Figure 1. I/O pins on the die edge (run 1).
(3 px per um) Pins as bars across the die edge, other pins in grey.
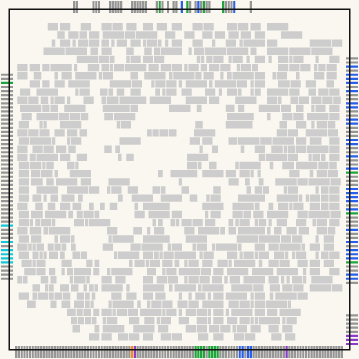
Figure 2. The clock network (run 1).
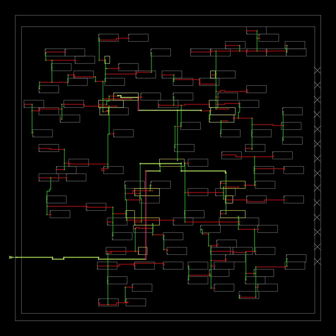
Figure 3. Cells coloured by class (run 1).
(2 px per um)
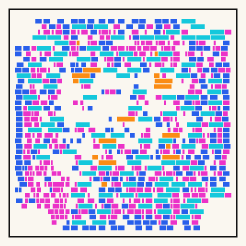
Figure 4. Signal wires by layer (run 1).
(2 px per um)
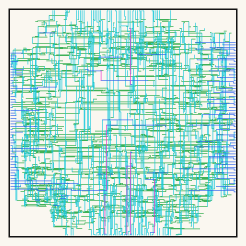
### config.mk
export PLATFORM = sky130hd
export DESIGN_NAME = id_ex_alu_issue
export DESIGN_NICKNAME = d
export VERILOG_FILES = /design/src/rtl/id_ex_alu_issue_pkg.sv /design/src/rtl/id_ex_alu_issue_decode.sv /design/src/rtl/id_ex_alu_issue.sv
export SDC_FILE = /design/constraint.sdc
export NUM_CORES = 1
export LEC_CHECK = 0
export CAP_MARGIN = 40
export CORE_MARGIN = 2
export CORE_UTILIZATION = 43
export DETAILED_ROUTE_END_ITERATION = 8
export GPL_ROUTABILITY_DRIVEN = 0
export GPL_TIMING_DRIVEN = 0
export MAX_ROUTING_LAYER = met4
export PLACE_DENSITY = 0.93
export SLEW_MARGIN = 20
export SYNTH_ARGS = -nofsm -noshare
export SYNTH_HDL_FRONTEND = slang
export SYNTH_HIERARCHICAL = 1
export SYNTH_SLANG_ARGS = --single-unit
export TNS_END_PERCENT = 50
### constraint.sdc
create_clock -name clk -period 3.7 [get_ports clk]
set_clock_uncertainty 0.2 [all_clocks]
set_input_delay 0.555 -clock clk [delete_from_list [all_inputs] [get_ports clk]]
set_output_delay 0.555 -clock clk [all_outputs]
set_load 0.005 [all_outputs]
### src/rtl/id_ex_alu_issue_pkg.sv
// Shared constants for the ID->EX ALU issue stage: ALU opcodes, MIPS op/funct codes,
// operand-select codes and the decoder output record.
package id_ex_alu_issue_pkg;

    localparam int ALU_OP_LENGTH = 4;
    localparam int WORD_WIDTH    = 32;

    localparam logic [ALU_OP_LENGTH-1:0] ALU_ADD      = 4'd0;
    localparam logic [ALU_OP_LENGTH-1:0] ALU_SUB      = 4'd1;
    localparam logic [ALU_OP_LENGTH-1:0] ALU_AND      = 4'd2;
    localparam logic [ALU_OP_LENGTH-1:0] ALU_OR       = 4'd3;
    localparam logic [ALU_OP_LENGTH-1:0] ALU_XOR      = 4'd4;
    localparam logic [ALU_OP_LENGTH-1:0] ALU_NOR      = 4'd5;
    localparam logic [ALU_OP_LENGTH-1:0] ALU_SLT      = 4'd6;
    localparam logic [ALU_OP_LENGTH-1:0] ALU_SLTU     = 4'd7;
    localparam logic [ALU_OP_LENGTH-1:0] ALU_LS_LEFT  = 4'd8;
    localparam logic [ALU_OP_LENGTH-1:0] ALU_LS_RIGHT = 4'd9;
    localparam logic [ALU_OP_LENGTH-1:0] ALU_AS_RIGHT = 4'd10;

    localparam logic [5:0] OP_RTYPE = 6'h00;
    localparam logic [5:0] OP_ADDI  = 6'h08;
    localparam logic [5:0] OP_ADDIU = 6'h09;
    localparam logic [5:0] OP_SLTI  = 6'h0A;
    localparam logic [5:0] OP_SLTIU = 6'h0B;
    localparam logic [5:0] OP_ANDI  = 6'h0C;
    localparam logic [5:0] OP_ORI   = 6'h0D;
    localparam logic [5:0] OP_XORI  = 6'h0E;
    localparam logic [5:0] OP_LUI   = 6'h0F;
    localparam logic [5:0] OP_LW    = 6'h23;
    localparam logic [5:0] OP_SW    = 6'h2B;

    localparam logic [5:0] FUNCT_SLL  = 6'h00;
    localparam logic [5:0] FUNCT_SRL  = 6'h02;
    localparam logic [5:0] FUNCT_SRA  = 6'h03;
    localparam logic [5:0] FUNCT_SLLV = 6'h04;
    localparam logic [5:0] FUNCT_SRLV = 6'h06;
    localparam logic [5:0] FUNCT_SRAV = 6'h07;
    localparam logic [5:0] FUNCT_ADD  = 6'h20;
    localparam logic [5:0] FUNCT_ADDU = 6'h21;
    localparam logic [5:0] FUNCT_SUB  = 6'h22;
    localparam logic [5:0] FUNCT_SUBU = 6'h23;
    localparam logic [5:0] FUNCT_AND  = 6'h24;
    localparam logic [5:0] FUNCT_OR   = 6'h25;
    localparam logic [5:0] FUNCT_XOR  = 6'h26;
    localparam logic [5:0] FUNCT_NOR  = 6'h27;
    localparam logic [5:0] FUNCT_SLT  = 6'h2A;
    localparam logic [5:0] FUNCT_SLTU = 6'h2B;

    typedef enum logic [1:0] {
        SRC_REG   = 2'd0,
        SRC_SHAMT = 2'd1,
        SRC_IMM   = 2'd2,
        SRC_C16   = 2'd3
    } src_sel_e;

    typedef enum logic {
        EXT_SIGN = 1'b0,
        EXT_ZERO = 1'b1
    } ext_e;

    typedef struct packed {
        logic [ALU_OP_LENGTH-1:0] alu_op;
        src_sel_e                 src_a;
        src_sel_e                 src_b;
        ext_e                     ext;
        logic                     dest_rd;
        logic                     reg_write;
        logic                     mem_write;
        logic                     mem_to_reg;
        logic                     illegal;
    } dec_t;

endpackage

### src/rtl/id_ex_alu_issue_decode.sv
// Purely combinational op/funct decoder: ALU opcode, operand selects, immediate
// extension type and control bits for the ID->EX issue register.
module alu_issue_decode
    import id_ex_alu_issue_pkg::*;
(
    input  logic [5:0] op_i,
    input  logic [5:0] funct_i,
    output dec_t       dec_o
);

    always_comb begin
        dec_o.alu_op     = ALU_ADD;
        dec_o.src_a      = SRC_REG;
        dec_o.src_b      = SRC_REG;
        dec_o.ext        = EXT_SIGN;
        dec_o.dest_rd    = 1'b0;
        dec_o.reg_write  = 1'b0;
        dec_o.mem_write  = 1'b0;
        dec_o.mem_to_reg = 1'b0;
        dec_o.illegal    = 1'b0;

        if (op_i == OP_RTYPE) begin
            dec_o.dest_rd   = 1'b1;
            dec_o.reg_write = 1'b1;
            case (funct_i)
                FUNCT_ADD, FUNCT_ADDU: dec_o.alu_op = ALU_ADD;
                FUNCT_SUB, FUNCT_SUBU: dec_o.alu_op = ALU_SUB;
                FUNCT_AND:  dec_o.alu_op = ALU_AND;
                FUNCT_OR:   dec_o.alu_op = ALU_OR;
                FUNCT_XOR:  dec_o.alu_op = ALU_XOR;
                FUNCT_NOR:  dec_o.alu_op = ALU_NOR;
                FUNCT_SLT:  dec_o.alu_op = ALU_SLT;
                FUNCT_SLTU: dec_o.alu_op = ALU_SLTU;
                // Constant shifts carry the amount in SrcA; the value stays in SrcB.
                FUNCT_SLL: begin
                    dec_o.alu_op = ALU_LS_LEFT;
                    dec_o.src_a  = SRC_SHAMT;
                end
                FUNCT_SRL: begin
                    dec_o.alu_op = ALU_LS_RIGHT;
                    dec_o.src_a  = SRC_SHAMT;
                end
                FUNCT_SRA: begin
                    dec_o.alu_op = ALU_AS_RIGHT;
                    dec_o.src_a  = SRC_SHAMT;
                end
                FUNCT_SLLV: dec_o.alu_op = ALU_LS_LEFT;
                FUNCT_SRLV: dec_o.alu_op = ALU_LS_RIGHT;
                FUNCT_SRAV: dec_o.alu_op = ALU_AS_RIGHT;
                default: begin
                    dec_o.illegal   = 1'b1;
                    dec_o.reg_write = 1'b0;
                end
            endcase
        end else begin
            dec_o.src_b     = SRC_IMM;
            dec_o.reg_write = 1'b1;
            case (op_i)
                OP_ADDI, OP_ADDIU: dec_o.alu_op = ALU_ADD;
                OP_SLTI:  dec_o.alu_op = ALU_SLT;
                OP_SLTIU: dec_o.alu_op = ALU_SLTU;
                OP_ANDI: begin
                    dec_o.alu_op = ALU_AND;
                    dec_o.ext    = EXT_ZERO;
                end
                OP_ORI: begin
                    dec_o.alu_op = ALU_OR;
                    dec_o.ext    = EXT_ZERO;
                end
                OP_XORI: begin
                    dec_o.alu_op = ALU_XOR;
                    dec_o.ext    = EXT_ZERO;
                end
                OP_LUI: begin
                    dec_o.alu_op = ALU_LS_LEFT;
                    dec_o.src_a  = SRC_C16;
                    dec_o.ext    = EXT_ZERO;
                end
                OP_LW: dec_o.mem_to_reg = 1'b1;
                OP_SW: begin
                    dec_o.mem_write = 1'b1;
                    dec_o.reg_write = 1'b0;
                end
                default: begin
                    dec_o.illegal   = 1'b1;
                    dec_o.reg_write = 1'b0;
                    dec_o.src_b     = SRC_REG;
                end
            endcase
        end
    end

endmodule

### src/rtl/id_ex_alu_issue.sv
// ID->EX pipeline register and ALU issue stage with stall/flush.
// Define ID_EX_FORWARD_EN to forward M/W results into register-sourced operands.
module id_ex_alu_issue
    import id_ex_alu_issue_pkg::*;
#(
    parameter int ALU_OP_W = ALU_OP_LENGTH,
    parameter int XLEN     = WORD_WIDTH
) (
    input  logic                clk,
    input  logic                rst,
    input  logic                stallE,
    input  logic                flushE,
    input  logic                validD,
    input  logic [5:0]          opD,
    input  logic [5:0]          functD,
    input  logic [4:0]          shamtD,
    input  logic [15:0]         immD,
    input  logic [4:0]          rsD,
    input  logic [4:0]          rtD,
    input  logic [4:0]          rdD,
    input  logic [XLEN-1:0]     rsDataD,
    input  logic [XLEN-1:0]     rtDataD,
    input  logic                regWriteM,
    input  logic [4:0]          writeRegM,
    input  logic [XLEN-1:0]     aluOutM,
    input  logic                regWriteW,
    input  logic [4:0]          writeRegW,
    input  logic [XLEN-1:0]     resultW,
    output logic [ALU_OP_W-1:0] aluOpE,
    output logic [XLEN-1:0]     SrcA,
    output logic [XLEN-1:0]     SrcB,
    output logic [4:0]          writeRegE,
    output logic                regWriteE,
    output logic                memWriteE,
    output logic                memToRegE,
    output logic                validE,
    output logic                illegalE
);

    dec_t dec;

    alu_issue_decode u_decode (
        .op_i    (opD),
        .funct_i (functD),
        .dec_o   (dec)
    );

    logic [XLEN-1:0] imm_ext;
    logic [4:0]      dest_d;

    assign imm_ext = (dec.ext == EXT_SIGN) ? {{(XLEN-16){immD[15]}}, immD}
                                           : {{(XLEN-16){1'b0}}, immD};
    assign dest_d  = dec.dest_rd ? rdD : rtD;

    logic                valid_q,      valid_d;
    logic [ALU_OP_W-1:0] alu_op_q,     alu_op_d;
    src_sel_e            src_a_sel_q,  src_a_sel_d;
    src_sel_e            src_b_sel_q,  src_b_sel_d;
    logic [4:0]          rs_q,         rs_d;
    logic [4:0]          rt_q,         rt_d;
    logic [XLEN-1:0]     rs_data_q,    rs_data_d;
    logic [XLEN-1:0]     rt_data_q,    rt_data_d;
    logic [XLEN-1:0]     imm_q,        imm_d;
    logic [4:0]          shamt_q,      shamt_d;
    logic [4:0]          write_reg_q,  write_reg_d;
    logic                reg_write_q,  reg_write_d;
    logic                mem_write_q,  mem_write_d;
    logic                mem_to_reg_q, mem_to_reg_d;
    logic                illegal_q,    illegal_d;

    // Bubble fields match the reset values; zero indices keep a bubble out of forwarding.
    always_comb begin
        valid_d      = valid_q;
        alu_op_d     = alu_op_q;
        src_a_sel_d  = src_a_sel_q;
        src_b_sel_d  = src_b_sel_q;
        rs_d         = rs_q;
        rt_d         = rt_q;
        rs_data_d    = rs_data_q;
        rt_data_d    = rt_data_q;
        imm_d        = imm_q;
        shamt_d      = shamt_q;
        write_reg_d  = write_reg_q;
        reg_write_d  = reg_write_q;
        mem_write_d  = mem_write_q;
        mem_to_reg_d = mem_to_reg_q;
        illegal_d    = illegal_q;

        if (flushE || (!stallE && !validD)) begin
            valid_d      = 1'b0;
            alu_op_d     = ALU_OP_W'(ALU_ADD);
            src_a_sel_d  = SRC_REG;
            src_b_sel_d  = SRC_REG;
            rs_d         = 5'd0;
            rt_d         = 5'd0;
            rs_data_d    = '0;
            rt_data_d    = '0;
            imm_d        = '0;
            shamt_d      = 5'd0;
            write_reg_d  = 5'd0;
            reg_write_d  = 1'b0;
            mem_write_d  = 1'b0;
            mem_to_reg_d = 1'b0;
            illegal_d    = 1'b0;
        end else if (!stallE) begin
            valid_d      = 1'b1;
            alu_op_d     = ALU_OP_W'(dec.alu_op);
            src_a_sel_d  = dec.src_a;
            src_b_sel_d  = dec.src_b;
            rs_d         = rsD;
            rt_d         = rtD;
            rs_data_d    = rsDataD;
            rt_data_d    = rtDataD;
            imm_d        = imm_ext;
            shamt_d      = shamtD;
            write_reg_d  = dec.illegal ? 5'd0 : dest_d;
            reg_write_d  = dec.reg_write && (dest_d != 5'd0);
            mem_write_d  = dec.mem_write;
            mem_to_reg_d = dec.mem_to_reg;
            illegal_d    = dec.illegal;
        end
    end

    always_ff @(posedge clk) begin
        if (rst) begin
            valid_q      <= 1'b0;
            alu_op_q     <= ALU_OP_W'(ALU_ADD);
            src_a_sel_q  <= SRC_REG;
            src_b_sel_q  <= SRC_REG;
            rs_q         <= 5'd0;
            rt_q         <= 5'd0;
            rs_data_q    <= '0;
            rt_data_q    <= '0;
            imm_q        <= '0;
            shamt_q      <= 5'd0;
            write_reg_q  <= 5'd0;
            reg_write_q  <= 1'b0;
            mem_write_q  <= 1'b0;
            mem_to_reg_q <= 1'b0;
            illegal_q    <= 1'b0;
        end else begin
            valid_q      <= valid_d;
            alu_op_q     <= alu_op_d;
            src_a_sel_q  <= src_a_sel_d;
            src_b_sel_q  <= src_b_sel_d;
            rs_q         <= rs_d;
            rt_q         <= rt_d;
            rs_data_q    <= rs_data_d;
            rt_data_q    <= rt_data_d;
            imm_q        <= imm_d;
            shamt_q      <= shamt_d;
            write_reg_q  <= write_reg_d;
            reg_write_q  <= reg_write_d;
            mem_write_q  <= mem_write_d;
            mem_to_reg_q <= mem_to_reg_d;
            illegal_q    <= illegal_d;
        end
    end

    logic [XLEN-1:0] rs_val;
    logic [XLEN-1:0] rt_val;

`ifdef ID_EX_FORWARD_EN
    // M is the younger producer, so it wins over W; $zero is never forwarded.
    always_comb begin
        rs_val = rs_data_q;
        if ((rs_q != 5'd0) && regWriteM && (writeRegM == rs_q)) begin
            rs_val = aluOutM;
        end else if ((rs_q != 5'd0) && regWriteW && (writeRegW == rs_q)) begin
            rs_val = resultW;
        end
    end

    always_comb begin
        rt_val = rt_data_q;
        if ((rt_q != 5'd0) && regWriteM && (writeRegM == rt_q)) begin
            rt_val = aluOutM;
        end else if ((rt_q != 5'd0) && regWriteW && (writeRegW == rt_q)) begin
            rt_val = resultW;
        end
    end
`else
    logic unused_fwd;

    assign rs_val     = rs_data_q;
    assign rt_val     = rt_data_q;
    assign unused_fwd = ^{regWriteM, writeRegM, aluOutM, regWriteW, writeRegW, resultW,
                          rs_q, rt_q};
`endif

    function automatic logic [XLEN-1:0] pick_src(input src_sel_e sel,
                                                 input logic [XLEN-1:0] reg_val,
                                                 input logic [XLEN-1:0] imm_val,
                                                 input logic [4:0] shamt_val);
        case (sel)
            SRC_SHAMT: return {{(XLEN-5){1'b0}}, shamt_val};
            SRC_IMM:   return imm_val;
            SRC_C16:   return XLEN'(16);
            default:   return reg_val;
        endcase
    endfunction

    assign SrcA      = pick_src(src_a_sel_q, rs_val, imm_q, shamt_q);
    assign SrcB      = pick_src(src_b_sel_q, rt_val, imm_q, shamt_q);
    assign aluOpE    = alu_op_q;
    assign writeRegE = write_reg_q;
    assign regWriteE = reg_write_q;
    assign memWriteE = mem_write_q;
    assign memToRegE = mem_to_reg_q;
    assign validE    = valid_q;
    assign illegalE  = illegal_q;

endmodule

==> run_results.csv, run 1 <==
group,metric,value,unit
status,run_status,"finished, violations left",
status,violations,"design-rule violations",
synthesis,netlist_top_cells_count,"sky130_fd_sc_hd__nor2_1 (131), sky130_fd_sc_hd__mux2i_1 (126), sky130_fd_sc_hd__dfxtp_1 (104)",
worst_hold_path,min_path_type,"reg -> reg",
final_timing,drv_slew,0,
critical_path,capturing_element_type_of_the_critical_path,"output port",
pwr,clock_power_share,0.371,
synthesis,mux_share,0.258,
pwr,power-per-cell-area,331,mW/mm2
global_route,grt_antenna_before_repair,0,
pwr,static-leakage-power,3.26,nW
synthesis,yosys.stat.seqShare,0.407,
pwr,power_switching_share,0.249,
worst_hold_path,timing.hold.worst_path_depth,2,
critical_path,path_class,"reg -> out",
final_layout,insertedDiodeCount,0,
critical_path,critical_path.n_buffers_inverters,3,
pwr,cellInternalPower,1.84,mW
critical_path,worst-path-max-fanout,10,
detailed_routing,postRouteWirelength,14800,um
pwr,ir_worst_vdd,268,uV
die,die_height,113,um
critical_path,critPathMostFrequentCell,"sky130_fd_sc_hd__buf_2",
final_layout,layout.cell_area.non_filler,0.00740,mm2
detailed_routing,detail_route.drc_violations,14,
synthesis,syn_inst,549,
flow_run,max_cap_violations,0,
die,die_width,113,um
die,boundaryPins,271,
critical_path,reg2reg_slack,2.49,ns
detailed_routing,drt.antenna.violating_nets,0,
final_layout,reg.largest.list,"rs_data_q x32, rt_data_q x32, imm_q x17",
placed_design,place_worst_setup_slack,0.732,ns
pwr,seq_power,1.16,mW
final_timing,setup_repair_after_global_routing_missed_its_margin,"no",
synthesis,synth_compound_gate_area_share,0.0967,
synthesis,synthArstFlopShare,0,
detailed_routing,detailedRoute.firstPassIterationCount,7,
final_timing,report.final.setup_viol,0,
global_route,pin_count_of_the_biggest_net_entering_global_routing,19,
final_timing,final.period_utilization,0.757,
final_layout,layout.cells.most_common,"sky130_fd_sc_hd__clkdlybuf4s50_1",
final_timing,post-route-worst-setup-slack,0.898,ns
final_timing,tmin_final,2.80,ns
final_layout,count_of_non_filler_cells_in_the_finished_layout,891,
detailed_routing,drtIter0Drc,261,
synthesis,synth_top_area_share,0.407,
clocking,tritoncts_num_sinks,104,
clocking,h-tree-depth,3,
clocking,root_buffer,"sky130_fd_sc_hd__clkbuf_16",
critical_path,arrival,2.05,ns
critical_path,critPathLaunch,"src_a_sel_q[1]",
synthesis,synthesis.area_per_instance,9.31,um2
synthesis,xor_xnor_area_frac,0.00343,
synthesis,synth.logic.top_family,"multiplexers",
synthesis,synth_top_cell_by_area,"sky130_fd_sc_hd__dfxtp_1",
synthesis,synth_area_in_simple_gates,0.167,
clocking,post-cts-setup-buffers,0,
synthesis,enable_flop_cells,0,
final_layout,final_layout_size_suffix_gt1_frac,0.103,
final_layout,filler_cell_count,992,
synthesis,ys_dominant_reg_cell,"sky130_fd_sc_hd__dfxtp_1",
placed_design,numPlacedInstances,875,
pwr,total_power,2.45,mW
global_route,grt_pass1_wl,23100,um
detailed_routing,post_drt_wl_per_cell,16.6,um
final_layout,post-route-util,0.643,
clocking,clk_pin_slew,0.07,ns
Back to the opening pictures, Figure 1:
Orange is memWriteE, pins 1, direction output, edge bottom. Cyan is functD, pins 6, direction input, edge left. Green is immD, pins 16, direction input, edge 8 bottom, 4 top, 3 right, 1 left. Purple is writeRegM, pins 5, direction input, edge 3 right, 2 bottom. Blue is SrcB, pins 32, direction output, edge 25 right, 4 bottom, 3 top.

Back to the opening pictures, Figure 2:
later-pin clock latency in the skew report: 0.33 ns
total clock network power: 907 uW
number of clock buffers inserted by TritonCTS: 9
number of clock-tree buffers in the layout: 9
sequential cells: 104

Back to the opening pictures, Figure 3:
Blue is remaining buffers and delay cells, cells 233, share of their area 30%. Orange is clock drivers and dummy loads, cells 16, share of their area 3.8%. Cyan is registers, cells 104, share of their area 29%. Magenta is remaining logic cells, cells 395, share of their area 37%.

Back to the opening pictures, Figure 4:
Blue is M3, wire length 940 um. Magenta is M4, wire length 186 um. Cyan is M2, wire length 7,150 um. Green is M1, wire length 6,520 um.

run 1: per-layer routing:
metal | global-route usage | wire [um] | up-vias
li1 | - | - | 2276
met1 | 0.294 | 6520 | 2124
met2 | 0.392 | 7150 | 146
met3 | 0.0434 | 940 | 14
met4 | 0.0650 | 186 | 0
met5 | - | 0 | -
run 1: layout make-up:
class                   count  area (um2)  share of cell area
multi-input cells         393        2690               0.363
plain buffers              50         334              0.0451
flip-flops and latches    104        2080               0.281
clock inverters             7        52.6             0.00710
repair buffers            183        1830               0.248
clock buffers               9         225              0.0304
well taps                 143         179              0.0242
inverters                   2        7.51             0.00101
run 1: worst paths after layout:
check,to
max,SrcA[30]
max reg2reg,src_a_sel_q[0]
min,validE
min reg2reg,validE
Figure 5. Placement density heat map (run 1).
(3 px per um) 11 x 11 tiles, from black (low) to pale yellow (high), 0 to 100% covered.
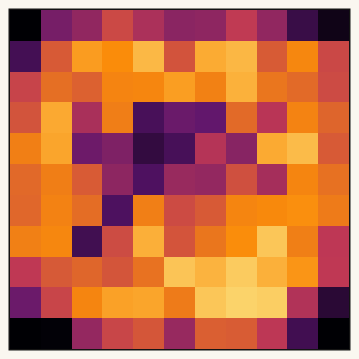

==> run 1 -> run 2 <==
--- a/config.mk
+++ b/config.mk
@@ -7,12 +7,12 @@
 export LEC_CHECK = 0
 export CAP_MARGIN = 40
 export CORE_MARGIN = 2
-export CORE_UTILIZATION = 43
+export CORE_UTILIZATION = 36
 export DETAILED_ROUTE_END_ITERATION = 8
 export GPL_ROUTABILITY_DRIVEN = 0
 export GPL_TIMING_DRIVEN = 0
 export MAX_ROUTING_LAYER = met4
-export PLACE_DENSITY = 0.93
+export PLACE_DENSITY = 0.83
 export SLEW_MARGIN = 20
 export SYNTH_ARGS = -nofsm -noshare
 export SYNTH_HDL_FRONTEND = slang
==> constraint.sdc (replaced) <==
create_clock -name clk -period 2.4 [get_ports clk]
set_clock_uncertainty 0.2 [all_clocks]
set_input_delay 0.36 -clock clk [delete_from_list [all_inputs] [get_ports clk]]
set_output_delay 0.36 -clock clk [all_outputs]
set_load 0.005 [all_outputs]
Figure 6. Placement density heat map (run 2).
(3 px per um) 12 x 12 tiles, from black (low) to pale yellow (high), 0 to 100% covered.
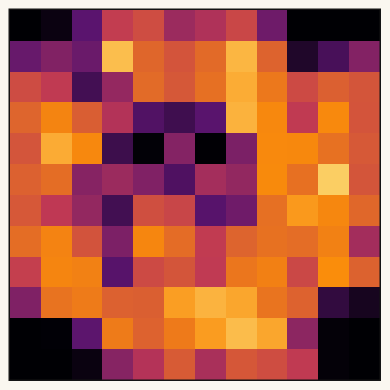
The fullest tile reaches 89%. 9.7% of the tiles are over 75% full. 9.7% of the tiles are nearly empty.

Figure 7. Signal wires by layer (run 2).
(2 px per um)
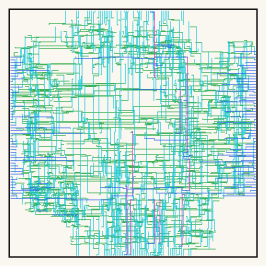
Green is M1, wire length 6,810 um. Blue is M3, wire length 1,160 um. Cyan is M2, wire length 7,040 um. Magenta is M4, wire length 280 um.

==> run 2 against run 1 <==
  * The flow now finishes without violations
  * Routed wire length grew 3.4%
  * Critical path depth unchanged
  * Die size up 19%
  * Global-route usage fell by 3.3 points
  * Worst setup slack got worse by 0.84 ns
  * Count of clock-buffer cells in the layout up 4
  * Worst hold slack improved by 0.0044 ns
  * Clock power up 65%
  * Non-clock buffer count increased by 10
  * First-iteration DRC count down 38%
  * Final area grew 3.5%
  * Synthesized area did not move
  * Critical endpoint is now SrcB[24]
  * Highest routed layer unchanged
==> run_results.csv, run 2 <==
group,metric,value,unit
pwr,total_power,3.88,mW
final_timing,final.period_utilization,0.977,
global_route,grt_use_met1,0.249,
flow_run,max_cap_violations,0,
clocking,worst_skew_pair.late_latency,0.35,ns
global_route,pin_count_of_the_biggest_net_entering_global_routing,17,
final_layout,n_sequential_cell,104,
placed_design,numPlacedInstances,912,
critical_path,critPathLaunch,"src_b_sel_q[0]",
final_layout,multiInputCombCellCount,393,
synthesis,ys_dominant_reg_cell,"sky130_fd_sc_hd__dfxtp_1",
final_layout,largest_class,"multi-input combinational cells",
detailed_routing,detail_route.drc_violations,0,
synthesis,synth.logic.top_family,"multiplexers",
synthesis,syn_nets,742,
final_timing,max_clock_freq,0.427,GHz
final_layout,number_of_nets_in_the_final_layout,946,
global_route,busiest_layer,"met2",
detailed_routing,route.layer.met1.wl,6810,um
detailed_routing,postRouteWirelength,15300,um
final_layout,area.share.combinational,0.353,
detailed_routing,drt.antenna.violating_nets,0,
synthesis,mux_share,0.258,
synthesis,synth_area_in_simple_gates,0.167,
critical_path,worst-path-max-fanout,8,
synthesis,xor_xnor_area_frac,0.00343,
pwr,ir_worst_vdd,357,uV
synthesis,syn_inst,549,
synthesis,yosys.stat.seqShare,0.407,
worst_hold_path,timing.hold.worst_path_depth,2,
final_layout,insertedDiodeCount,0,
global_route,fraction_of_met3_tracks_used_by_global_routing,0.0586,
pwr,static-leakage-power,3.60,nW
final_timing,report.final.setup_viol,0,
final_layout,clock_buffers,13,
critical_path,arrival,1.78,ns
die,boundaryPins,271,
critical_path,capturing_element_type_of_the_critical_path,"output port",
detailed_routing,highest_routed_metal_layer,"met4",
critical_path,worst_setup_path_endpoint,"SrcB[24]",
detailed_routing,met3WireLength,1160,um
die,die_height,123,um
detailed_routing,routed-wl-met2,7040,um
clocking,h-tree-depth,3,
clocking,clk_pin_slew,0.07,ns
global_route,grt_pass1_wl,23000,um
synthesis,synth_compound_gate_area_share,0.0967,
critical_path,path_class,"reg -> out",
final_layout,layout.cells.most_common,"sky130_fd_sc_hd__clkdlybuf4s50_1",
global_route,grt_antenna_before_repair,0,
die,tapcell.inserted,180,
global_route,grt_util_met2,0.324,
final_layout,inv_count,2,
critical_path,critPathMostFrequentCell,"sky130_fd_sc_hd__buf_6",
final_layout,bufAreaShareNonClock,0.305,
worst_hold_path,min_path_type,"reg -> reg",
synthesis,synth_top_cell_by_area,"sky130_fd_sc_hd__dfxtp_1",
pwr,power-per-cell-area,507,mW/mm2
final_layout,total_area_of_sequential_cells,0.00208,mm2
clocking,tritoncts_num_sinks,104,
status,run_status,"completed",
worst_hold_path,whs_endpoint,"validE",
final_timing,tmin_final,2.34,ns
synthesis,synthesis.area_per_instance,9.31,um2
synthesis,enable_flop_cells,0,
final_layout,reg.largest.list,"rs_data_q x32, rt_data_q x32, imm_q x17",
detailed_routing,drtIter0Drc,162,
synthesis,netlist_top_cells_count,"sky130_fd_sc_hd__nor2_1 (131), sky130_fd_sc_hd__mux2i_1 (126), sky130_fd_sc_hd__dfxtp_1 (104)",
final_layout,seq_share,0.272,
final_timing,setup_repair_after_global_routing_missed_its_margin,"yes",
detailed_routing,detailedRoute.firstPassIterationCount,4,
final_layout,filler_cell_count,1288,
placed_design,detailed_place_hpwl,11500,um
final_timing,drv_slew,0,
synthesis,synth_top_area_share,0.407,
final_layout,count_of_non_filler_cells_in_the_finished_layout,938,
final_layout,area_share_clock_buf_inv,0.0392,
final_layout,multi_input_gate_area,0.00271,mm2
critical_path,regToRegEndpoint,"src_a_sel_q[0]",
final_layout,final_layout_size_suffix_gt1_frac,0.116,
synthesis,synthArstFlopShare,0,
detailed_routing,post_drt_wl_per_cell,16.3,um
critical_path,reg2reg_slack,1.32,ns
clocking,root_buffer,"sky130_fd_sc_hd__clkbuf_16",
## run 2: cell counts after synthesis
Identical to the previous run, type by type.
## run 2: power breakdown
group	switching, mW	internal [mW]	total [mW]
clock	0.640	0.864	1.50
combinational	0.233	0.351	0.584
sequential	0.0268	1.77	1.79
## run 2: per-stage QoR
| stage | instance area, um2 | util | setup WS, ns |
|---|---|---|---|
| detailed placement | 7170 | 0.516 | -0.388 |
| global placement | 7170 | 0.516 | -0.370 |
| finish | 7660 | 0.552 | 0.0563 |
| global route | 7660 | 0.552 | -0.0339 |
| CTS | 7530 | 0.543 | -0.000830 |
| floorplan | 5110 | - | 0.183 |
## run 2: timing repair
action / CTS / global route
cloned: 1 / 1
endpoints found under the setup margin: 55 / 42
pin swaps: 1 / 1
resized: 33 / 26
setup buffers: 2 / 7
Figure 8. I/O pins on the die edge (run 2).
(3 px per um) Pins as bars across the die edge, other pins in grey.
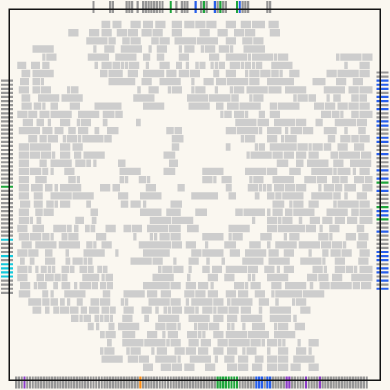

==> run 2 -> run 3 <==
==> constraint.sdc (replaced) <==
create_clock -name clk -period 2 [get_ports clk]
set_clock_uncertainty 0.2 [all_clocks]
set_input_delay 0.3 -clock clk [delete_from_list [all_inputs] [get_ports clk]]
set_output_delay 0.3 -clock clk [all_outputs]
set_load 0.005 [all_outputs]
Figure 9. I/O pins on the die edge (run 3).
(3 px per um) Pins as bars across the die edge, other pins in grey.
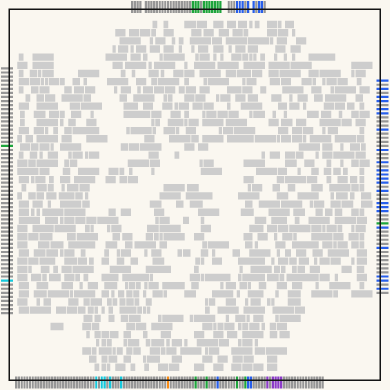
PortBufs: 183
Die W: 123 um

Figure 10. Cells coloured by class (run 3).
(2 px per um)
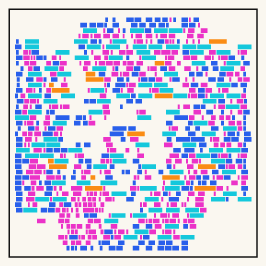
Orange is clock drivers and dummy loads, cells 15, share of their area 4.1%. Magenta is remaining logic cells, cells 395, share of their area 38%. Cyan is registers, cells 104, share of their area 28%. Blue is remaining buffers and delay cells, cells 255, share of their area 30%.

==> run 3 against run 2 <==
  * The run now ends with negative setup slack left
  * First-iteration DRC count unchanged
  * Final area increased by 0.39%
  * Combinational power increased by 19%
  * Die size unchanged
  * Worst hold slack got worse by 0.062 ns
  * Synthesized cell count unchanged
  * Critical path depth increased by 2
  * Critical path type unchanged
==> run_results.csv, run 3 <==
group,metric,value,unit
worst_hold_path,whs_endpoint,"aluOpE[1]",
placed_design,placed_area,0.00718,mm2
placed_design,detailed_place_hpwl,11500,um
synthesis,syn_inst,549,
critical_path,arrival,1.57,ns
synthesis,synthArstFlopShare,0,
global_route,grt_pass1_wl,23400,um
worst_hold_path,min_path_type,"in -> reg",
final_layout,seq_share,0.272,
placed_design,place_worst_setup_slack,-0.732,ns
detailed_routing,drtIter0Drc,162,
final_layout,n_sequential_cell,104,
die,boundaryPins,271,
critical_path,reg2reg_slack,0.59,ns
final_layout,area.share.combinational,0.364,
synthesis,synth_top_area_share,0.407,
clocking,clk_pin_slew,0.07,ns
final_timing,post-route-worst-setup-slack,-0.0707,ns
pwr,ir_worst_vdd,388,uV
pwr,total_power,4.69,mW
critical_path,capturing_element_type_of_the_critical_path,"output port",
final_layout,bufAreaShareNonClock,0.294,
synthesis,synth_area_in_simple_gates,0.167,
synthesis,yosys.stat.seqShare,0.407,
final_layout,count_of_non_filler_cells_in_the_finished_layout,949,
worst_hold_path,timing.hold.worst_path_depth,5,
pwr,p_switching,1.13,mW
final_layout,post-route-util,0.554,
detailed_routing,detailedRoute.firstPassIterationCount,4,
final_layout,layout.cell_area.non_filler,0.00769,mm2
critical_path,regToRegEndpoint,"src_a_sel_q[0]",
status,run_status,"finished, violations left",
detailed_routing,route.layer.met1.wl,6850,um
synthesis,netlist_top_cells_count,"sky130_fd_sc_hd__nor2_1 (131), sky130_fd_sc_hd__mux2i_1 (126), sky130_fd_sc_hd__dfxtp_1 (104)",
detailed_routing,met3WireLength,1290,um
clocking,tritoncts_num_sinks,104,
global_route,pin_count_of_the_biggest_net_entering_global_routing,17,
placed_design,numPlacedInstances,912,
pwr,power-per-cell-area,610,mW/mm2
final_layout,total_area_of_sequential_cells,0.00209,mm2
pwr,power_frac_seq,0.459,
clocking,worst_skew_pair.late_latency,0.35,ns
detailed_routing,detail_route.drc_violations,0,
final_layout,multi_input_gate_area,0.00280,mm2
final_timing,report.final.setup_viol,15,
final_layout,area_share_clock_buf_inv,0.0399,
detailed_routing,highest_routed_metal_layer,"met4",
final_timing,drv_slew,0,
status,violations,"negative setup slack",
synthesis,ys_dominant_reg_cell,"sky130_fd_sc_hd__dfxtp_1",
pwr,static-leakage-power,3.58,nW
pwr,combinational_cell_power_consumption,696,uW
synthesis,syn_nets,742,
final_layout,inv_count,2,
final_layout,multiInputCombCellCount,393,
global_route,grt_util_met2,0.340,
clocking,root_buffer,"sky130_fd_sc_hd__clkbuf_16",
pwr,seq_power,2.15,mW
run 3: cell types whose count changed in the layout (fill, tap and decap cells not counted), moves of 4 or more:
cell	change
sky130_fd_sc_hd__clkdlybuf4s50_1	-45
sky130_fd_sc_hd__buf_2	+29
sky130_fd_sc_hd__clkbuf_2	+25
sky130_fd_sc_hd__dlymetal6s2s_1	-10
sky130_fd_sc_hd__clkdlybuf4s15_1	+7
sky130_fd_sc_hd__buf_12	+6
sky130_fd_sc_hd__dlygate4sd2_1	-6
sky130_fd_sc_hd__a22oi_1	-4
sky130_fd_sc_hd__a22oi_2	+4
sky130_fd_sc_hd__buf_8	+4
sky130_fd_sc_hd__dfxtp_1	-4
No activity file was given, so power comes from the tool's default toggle rates.
